**src/rtl/imu_spi_scheduler.sv**
```systemverilog
// Shares one 48-bit SPI read engine between gyro and accel: power-up wait, one config
// write per sensor, then periodic paired reads published as one coherent sample.
module imu_spi_scheduler #(
    parameter int unsigned STARTUP_CYCLES = 2700,
    parameter int unsigned SAMPLE_PERIOD  = 27000,
    parameter int unsigned TIMEOUT_CYCLES = 4096,
    parameter logic [15:0] GYRO_CFG       = 16'h200F,
    parameter logic [15:0] ACCEL_CFG      = 16'h2067,
    parameter logic [15:0] GYRO_RD        = 16'hE800,
    parameter logic [15:0] ACCEL_RD       = 16'hE800
) (
    input  logic        clk,
    input  logic        reset,
    input  logic        enable,
    output logic        spi_start,
    output logic [15:0] spi_command,
    input  logic        spi_busy,
    input  logic        spi_new_data,
    input  logic [47:0] spi_data,
    output logic        dev_sel,
    output logic [47:0] gyro_data,
    output logic [47:0] accel_data,
    output logic        sample_valid,
    output logic        init_done,
    output logic        timeout_err
);
    typedef enum logic [2:0] {STARTUP, CFG_G, CFG_A, WAIT, RD_G, RD_A, PUBLISH} state_t;
    typedef enum logic {ISSUE, DONE} phase_t;

    localparam int SW = (STARTUP_CYCLES > 1) ? $clog2(STARTUP_CYCLES) : 1;
    localparam int TW = (TIMEOUT_CYCLES > 1) ? $clog2(TIMEOUT_CYCLES) : 1;
    localparam int PW = (SAMPLE_PERIOD  > 1) ? $clog2(SAMPLE_PERIOD)  : 1;
    localparam logic [SW-1:0] START_LAST = SW'(STARTUP_CYCLES - 1);
    localparam logic [TW-1:0] ACC_LAST   = TW'(TIMEOUT_CYCLES - 1);
    localparam logic [PW-1:0] PER_LAST   = PW'(SAMPLE_PERIOD - 1);

    state_t        state, state_n;
    phase_t        phase, phase_n;
    logic [SW-1:0] start_cnt;
    logic [TW-1:0] acc_cnt;
    logic [PW-1:0] per_cnt;
    logic          new_data_q;
    logic [47:0]   gyro_hold, accel_hold;
    logic          in_access, acc_done, acc_timeout, poll_go;

    always_ff @(posedge clk or negedge reset) begin
        if (!reset) begin
            state <= STARTUP;
            phase <= ISSUE;
        end else begin
            state <= state_n;
            phase <= phase_n;
        end
    end

    always_comb begin
        // NOTE: every output of this block gets a default first, so no path can infer a latch.
        state_n     = state;
        phase_n     = phase;
        spi_command = '0;
        dev_sel     = 1'b0;
        in_access   = 1'b1;
        case (state)
            CFG_G:   spi_command = GYRO_CFG;
            CFG_A: begin
                spi_command = ACCEL_CFG;
                dev_sel     = 1'b1;
            end
            RD_G:    spi_command = GYRO_RD;
            RD_A: begin
                spi_command = ACCEL_RD;
                dev_sel     = 1'b1;
            end
            default: in_access = 1'b0;
        endcase

        spi_start   = in_access && (phase == ISSUE);
        acc_done    = in_access && (phase == DONE) && spi_new_data && !new_data_q;
        acc_timeout = in_access && !acc_done && (acc_cnt == ACC_LAST);
        poll_go     = (state == WAIT) && (per_cnt >= PER_LAST) && enable;

        if (acc_timeout) begin
            state_n = STARTUP;
            phase_n = ISSUE;
        end else if (acc_done) begin
            phase_n = ISSUE;
            case (state)
                CFG_G:   state_n = CFG_A;
                CFG_A:   state_n = WAIT;
                RD_G:    state_n = RD_A;
                default: state_n = PUBLISH;
            endcase
        end else if (in_access) begin
            // A busy engine at ISSUE entry counts as an accepted start.
            if (phase == ISSUE && spi_busy) phase_n = DONE;
        end else begin
            case (state)
                STARTUP: if (start_cnt == START_LAST) state_n = CFG_G;
                WAIT:    if (poll_go) state_n = RD_G;
                PUBLISH: state_n = WAIT;
                default: ;
            endcase
        end
    end

    always_ff @(posedge clk or negedge reset) begin
        if (!reset) begin
            start_cnt    <= '0;
            acc_cnt      <= '0;
            per_cnt      <= '0;
            new_data_q   <= 1'b0;
            gyro_hold    <= '0;
            accel_hold   <= '0;
            gyro_data    <= '0;
            accel_data   <= '0;
            sample_valid <= 1'b0;
            init_done    <= 1'b0;
            timeout_err  <= 1'b0;
        end else begin
            // NOTE: non-blocking assignments so every register samples pre-edge values.
            new_data_q   <= spi_new_data;
            sample_valid <= 1'b0;
            start_cnt    <= (state == STARTUP && state_n == STARTUP) ? start_cnt + 1'b1 : '0;
            acc_cnt      <= (in_access && state_n == state) ? acc_cnt + 1'b1 : '0;

            // Period counter measures from the last poll start and saturates at expiry.
            if (state == STARTUP || (state == CFG_A && acc_done) || poll_go || acc_timeout)
                per_cnt <= '0;
            else if (per_cnt < PER_LAST)
                per_cnt <= per_cnt + 1'b1;

            if (acc_done) begin
                case (state)
                    CFG_A:   init_done  <= 1'b1;
                    RD_G:    gyro_hold  <= spi_data;
                    RD_A:    accel_hold <= spi_data;
                    default: ;
                endcase
            end

            if (state == PUBLISH) begin
                gyro_data    <= gyro_hold;
                accel_data   <= accel_hold;
                sample_valid <= 1'b1;
            end

            if (acc_timeout) begin
                timeout_err <= 1'b1;
                init_done   <= 1'b0;
                gyro_hold   <= '0;
                accel_hold  <= '0;
            end
        end
    end
endmodule
```
**config.mk**
```make
export PLATFORM = sky130hd
export DESIGN_NAME = imu_spi_scheduler
export DESIGN_NICKNAME = d
export VERILOG_FILES = /design/src/rtl/imu_spi_scheduler.sv
export SDC_FILE = /design/constraint.sdc
export NUM_CORES = 1
export LEC_CHECK = 0
export CORE_ASPECT_RATIO = 0.6
export CORE_MARGIN = 2
export CORE_UTILIZATION = 55
export CTS_BUF_LIST = sky130_fd_sc_hd__clkbuf_8
export DETAILED_ROUTE_END_ITERATION = 8
export GPL_TIMING_DRIVEN = 0
export PLACE_DENSITY = 0.82
export SLEW_MARGIN = 20
export SYNTH_ARGS = -nofsm -noshare
export SYNTH_HDL_FRONTEND = slang
export SYNTH_SLANG_ARGS = --single-unit
```
**constraint.sdc**
```tcl
create_clock -name clk -period 2.8 [get_ports clk]
set_input_delay 0.7 -clock clk [delete_from_list [all_inputs] [get_ports clk]]
set_output_delay 0.7 -clock clk [all_outputs]
set_load 0.01 [all_outputs]
```
==> results_slide.txt, run 1 <==
Implementation Results

STA
  • Max-slew violation count: 0
  • Relative slew margins: 44.2%
  • Setup violators final: 0
  • Hold Fails Final Rpt: 0

Detailed routing
  • Via count: roughly 7700
  • Drt pass-1 iters: 5
  • Post-route DRC: 0
  • Routed len/inst: 16.5 um

Synth
  • Area share, top type: 59.6%
  • Simple share: about a fifth
  • Commonest cells post-synth: 307 x nand2_1, 239 x dfrtp_1, 147 x nor2_1, 97 x mux2i_1, 33 x clkbuf_1
  • Most common cell in the netlist: nand2_1
  • Mux frac, synth: about a tenth
  • Register share after synthesis: just under 60%
  • Synth flops: 239
  • Yosys xor share: under 10%
  • Post-synth cell types: approximately 47
  • Post-synthesis cell area: roughly 0.01 sq mm
  • Synth area leader: dfrtp_1
  • Aoi share: 2.87%

Final layout
  • Syn-to-layout area delta: 27.8%
  • Layout cell share with drive strength beyond 1: approximately 8%

Power and ir drop
  • Net Sw Frac: approximately 22%
  • Switching power: about 0.0014 W
  • Combinational power share: 2.8%

Clock tree
  • # resized after CTS: 13
  • CTS Root Cell: clkbuf_8
  • Num CTS Buffers: 35
  • Post-CTS Setup Bufs: 0

Floorplanning
  • Die area: 0.0194 sq mm
  • I/O pin total: roughly 170
  • Initial Util: between 50% and 60%

GRT
  • First-pass GRT wire length: around 40 mm
  • Total GRT Usage: between 20% and 30%
  • Largest net degree at the start of global routing: 92
  • Vias in the first global route: around 7700

Worst setup path
  • Worst path required time: about 2.1 ns
  • FF-to-FF End: gyro_data[17]$_DFFE_PN0P_
  • Crit path to: spi_command[6]
  • Worst setup SP type: register

Outcome
  • Outcome: complete, no violations

Run
  • Max-Cap Viols: 0
==> run 1: per-layer routing <==
layer / track usage, % / wire length (um) / up-vias
met5: 0 / 0 / -
met4: 5.23 / 338 / 0
met3: 6.31 / 1860 / 28
met1: 39.3 / 11700 / 3823
met2: 38.3 / 10500 / 234
li1: - / - / 3651
==> run 1: final cells by class <==
cell class / count / area [sq um] / share of cell area, %
buffer: 63 / 322 / 2.50
clock buffer: 42 / 578 / 4.50
clock inverter: 18 / 108 / 0.838
antenna: 1 / 2.50 / 0.0195
sequential: 239 / 5980 / 46.6
tap: 240 / 300 / 2.34
inverter: 8 / 30.0 / 0.234
multi-input combinational: 702 / 3810 / 29.7
timing repair buffer: 167 / 1700 / 13.3
Fig. 1: run 1, sequential cells colored by netlist name
Other sequential cells in the stronger gray, the rest of the logic in the fainter gray.
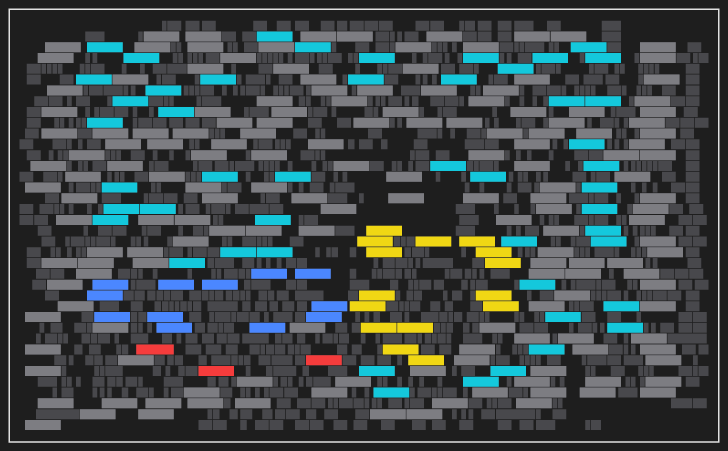
state -> red  # sequential cells 3
gyro_hold -> cyan  # sequential cells 48, where widely spread
acc_cnt -> blue  # sequential cells 12
per_cnt -> yellow  # sequential cells 15
Seq. pwr: 0.00345 W
sequential fraction of total cell area: 46.6%
final core occ: 71.4%
storage element area: 0.00598 sq mm

Fig. 2: run 1, routed clock nets over the placement
The bar under the picture is 50 um long.
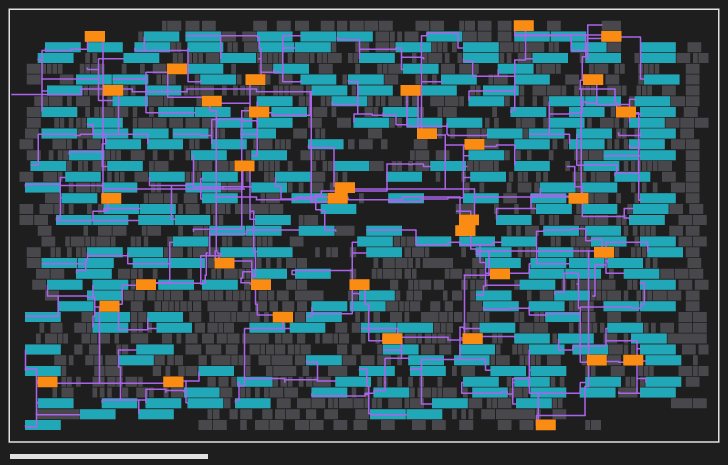
clock drivers -> orange  # count 35
flip-flops -> cyan  # count 239
clock wires -> purple  # length 2970 um
routed clock nets = 36
clk pwr: 0.00277 W
Clock Power Share: 43.3%
worst-case clock skew: 0.0304 ns
Worst-Skew Late Latency: 0.52 ns

Fig. 3: run 1, signal wires on met4
Supply wires on this layer in gray.
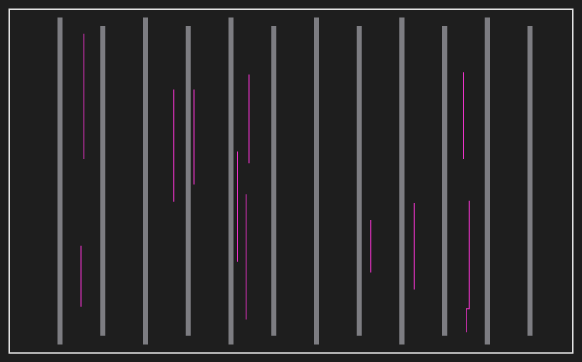
main direction = vertical
longest straight run = 39.4 um

Fig. 4: run 1, clock wiring as the flow saved it
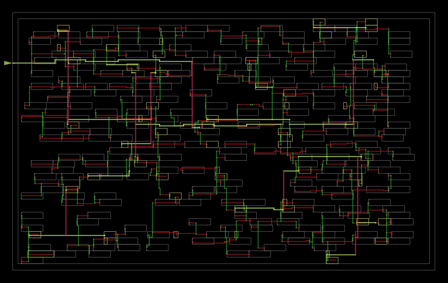

==> run 1 -> run 2 <==
- GPL_TIMING_DRIVEN: 0 -> unset
Fig. 5: run 2, clock wiring as the flow saved it
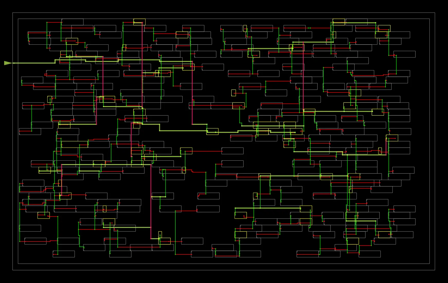
# clk buffers: 45
Seq cells: 239
worst-case clock skew: 0.0122 ns
Worst-Skew Late Latency: 0.51 ns
clock sink total: 239

==> results_slide.txt, run 2 <==
Implementation Results

Synth
  • Area share, top type: 59.6%
  • Post-synth cell types: between 40 and 50
  • Post-synthesis cell area: approximately 0.01 sq mm
  • Most common cell in the netlist: nand2_1
  • Synth flops: about 240

Power and ir drop
  • Switching power: approximately 0.0014 W
  • Net Sw Frac: between 20% and 30%

Worst setup path
  • Worst setup SP type: register
  • Worst path required time: about 2.1 ns
  • Crit path to: spi_command[0]

GRT
  • Total GRT Usage: 25.0%
  • Grt met2 use: approximately 37%
  • Grt peak-use layer: met2
  • Vias in the first global route: approximately 7600
  • Largest net degree at the start of global routing: roughly 100
  • Met1 Usage GRT: a little under two fifths

Clock tree
  • Post-CTS Setup Bufs: 5
  • CTS Root Cell: clkbuf_8

Detailed routing
  • Met3 wire len: 1.83 mm

STA
  • Hold Fails Final Rpt: 0
  • Setup violators final: 0

Floorplanning
  • Initial Util: 55.9%
  • Die area: about 0.019 sq mm

Outcome
  • Outcome: complete, no violations
Fig. 6: run 2, drive-strength map
The bar under the picture is 50 um long.
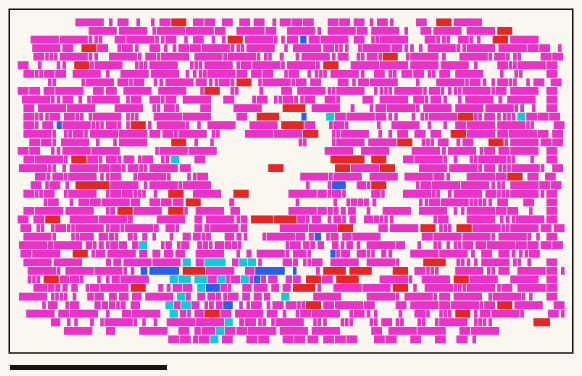
_2 cells -> blue  # cells 13, share 1.1%
_0 and _1 cells -> magenta  # cells 1109, share 92%
_3 and _4 cells -> cyan  # cells 22, share 1.8%
_6 and larger -> red  # cells 59, share 4.9%
Syn-to-layout area delta: 27.6%
Non-clk bufs: 191

run 2: logic make-up (layout without fill, tap and decap cells):
logic type	Yosys count	count (layout)	share of synthesized area (%)
AND-OR/OR-AND	42	42	2.87
XOR/XNOR	34	34	2.97
adder cells (fa/ha/maj)	3	3	0.374
buffers and inverters	72	262	3.34
flip-flops	239	239	59.6
multiplexers	97	97	9.67
other	1	7	0.0373
AND/OR/NAND/NOR	520	520	21.2
run 2: final cells by class:
class                   instances  area, sq um
flip-flops and latches        239         5980
fillers                      1307         5160
multi-input cells             702         3760
repair buffers                191         1990
clock buffers                  45          619
well taps                     240          300
clock inverters                18          128
inverters                       8         30.0
diodes                          1         2.50
==> run 2 -> run 3 <==
- SLEW_MARGIN: 20 -> 0
Fig. 7: run 3, clock wiring as the flow saved it
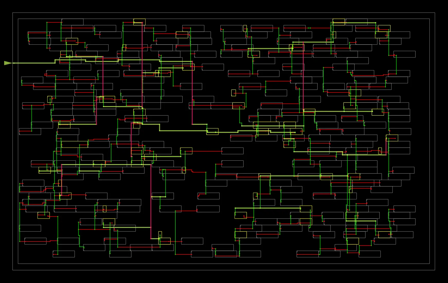
clk pwr: 0.00294 W
Num CTS Buffers: 37

Fig. 8: run 3, routed clock nets over the placement
The bar under the picture is 50 um long.
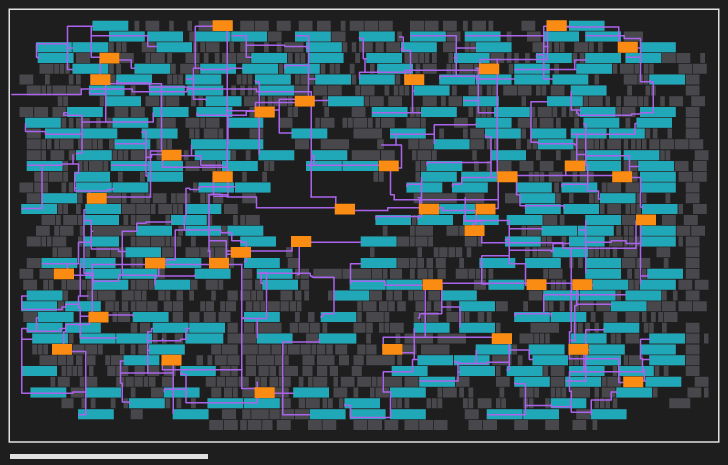
clock wires -> purple  # length 2970 um
flip-flops -> cyan  # count 239
clock drivers -> orange  # count 37
routed clock nets = 38
flops lie = widely spread
Clock Power Share: 44.8%

==> results_slide.txt, run 3 <==
Implementation Results

Synth
  • Simple share: approximately a fifth
  • Synth flops: between 200 and 250
  • Commonest cells post-synth: 307 x nand2_1, 239 x dfrtp_1, 147 x nor2_1, 97 x mux2i_1, 33 x clkbuf_1
  • Area share, top type: between 50% and 60%
  • Mux frac, synth: between 9 and 10%
  • Aoi share: under 10%
  • Most common cell in the netlist: nand2_1
  • Synth area leader: dfrtp_1
  • Register share after synthesis: around 60%
  • Post-synth cell types: roughly 47
  • Post-synthesis cell area: 0.0100 sq mm

Outcome
  • Outcome: complete, no violations

Detailed routing
  • DR top layer: met4
  • Met3 wire len: 1.83 mm
  • Post-route DRC: 0
  • Met1 Wirelength: between 10 and 15 mm

Clock tree
  • CTS Root Cell: clkbuf_8
  • Worst-Skew Late Latency: approximately 0.51 ns
  • # resized after CTS: 2

Power and ir drop
  • Seq. pwr: 0.00346 W
  • Net Sw Frac: ~21%
  • Switching power: around 0.0014 W

STA
  • Setup violators final: 0
  • Max-slew violation count: 0
  • Hold Fails Final Rpt: 0
  • Worst-case clock skew: ~0.012 ns

Run
  • Max-Cap Viols: 0

Final layout
  • Syn-to-layout area delta: 27.6%
  • Final core occ: 71.3%

GRT
  • Met3 usage: around 7%
  • Vias in the first global route: 7587
  • Largest net degree at the start of global routing: slightly below 100
  • Met1 Usage GRT: 36.7%
  • First-pass GRT wire length: ~38 mm

Worst setup path
  • Crit path to: spi_command[0]
  • Worst setup SP type: register
  • Worst path required time: around 2.1 ns

Floorplanning
  • Initial Util: a little under three fifths
==> run 3: cell counts after synthesis <==
No cell type changed its count.
==> run 3: area by class of cell <==
cell class,count,area [sq um]
multi-input cells,702,3760
flip-flops and latches,239,5980
repair buffers,191,1990
fillers,1307,5160
clock inverters,18,128
clock buffers,45,619
well taps,240,300
inverters,8,30.0
diodes,1,2.50
==> run 3: through the flow <==
step	area [sq um]	power, W	cells	setup WS, ns
floorplan	10100	0.00353	1013	0.450
global route	12800	0.00685	1443	0.0195
detailed placement	12000	0.00370	1375	0.137
global placement	12000	0.00370	1375	0.151
finish	12800	0.00657	1444	0.101
CTS	12800	0.00665	1443	0.00113
Power and IR drop assume default switching activity.
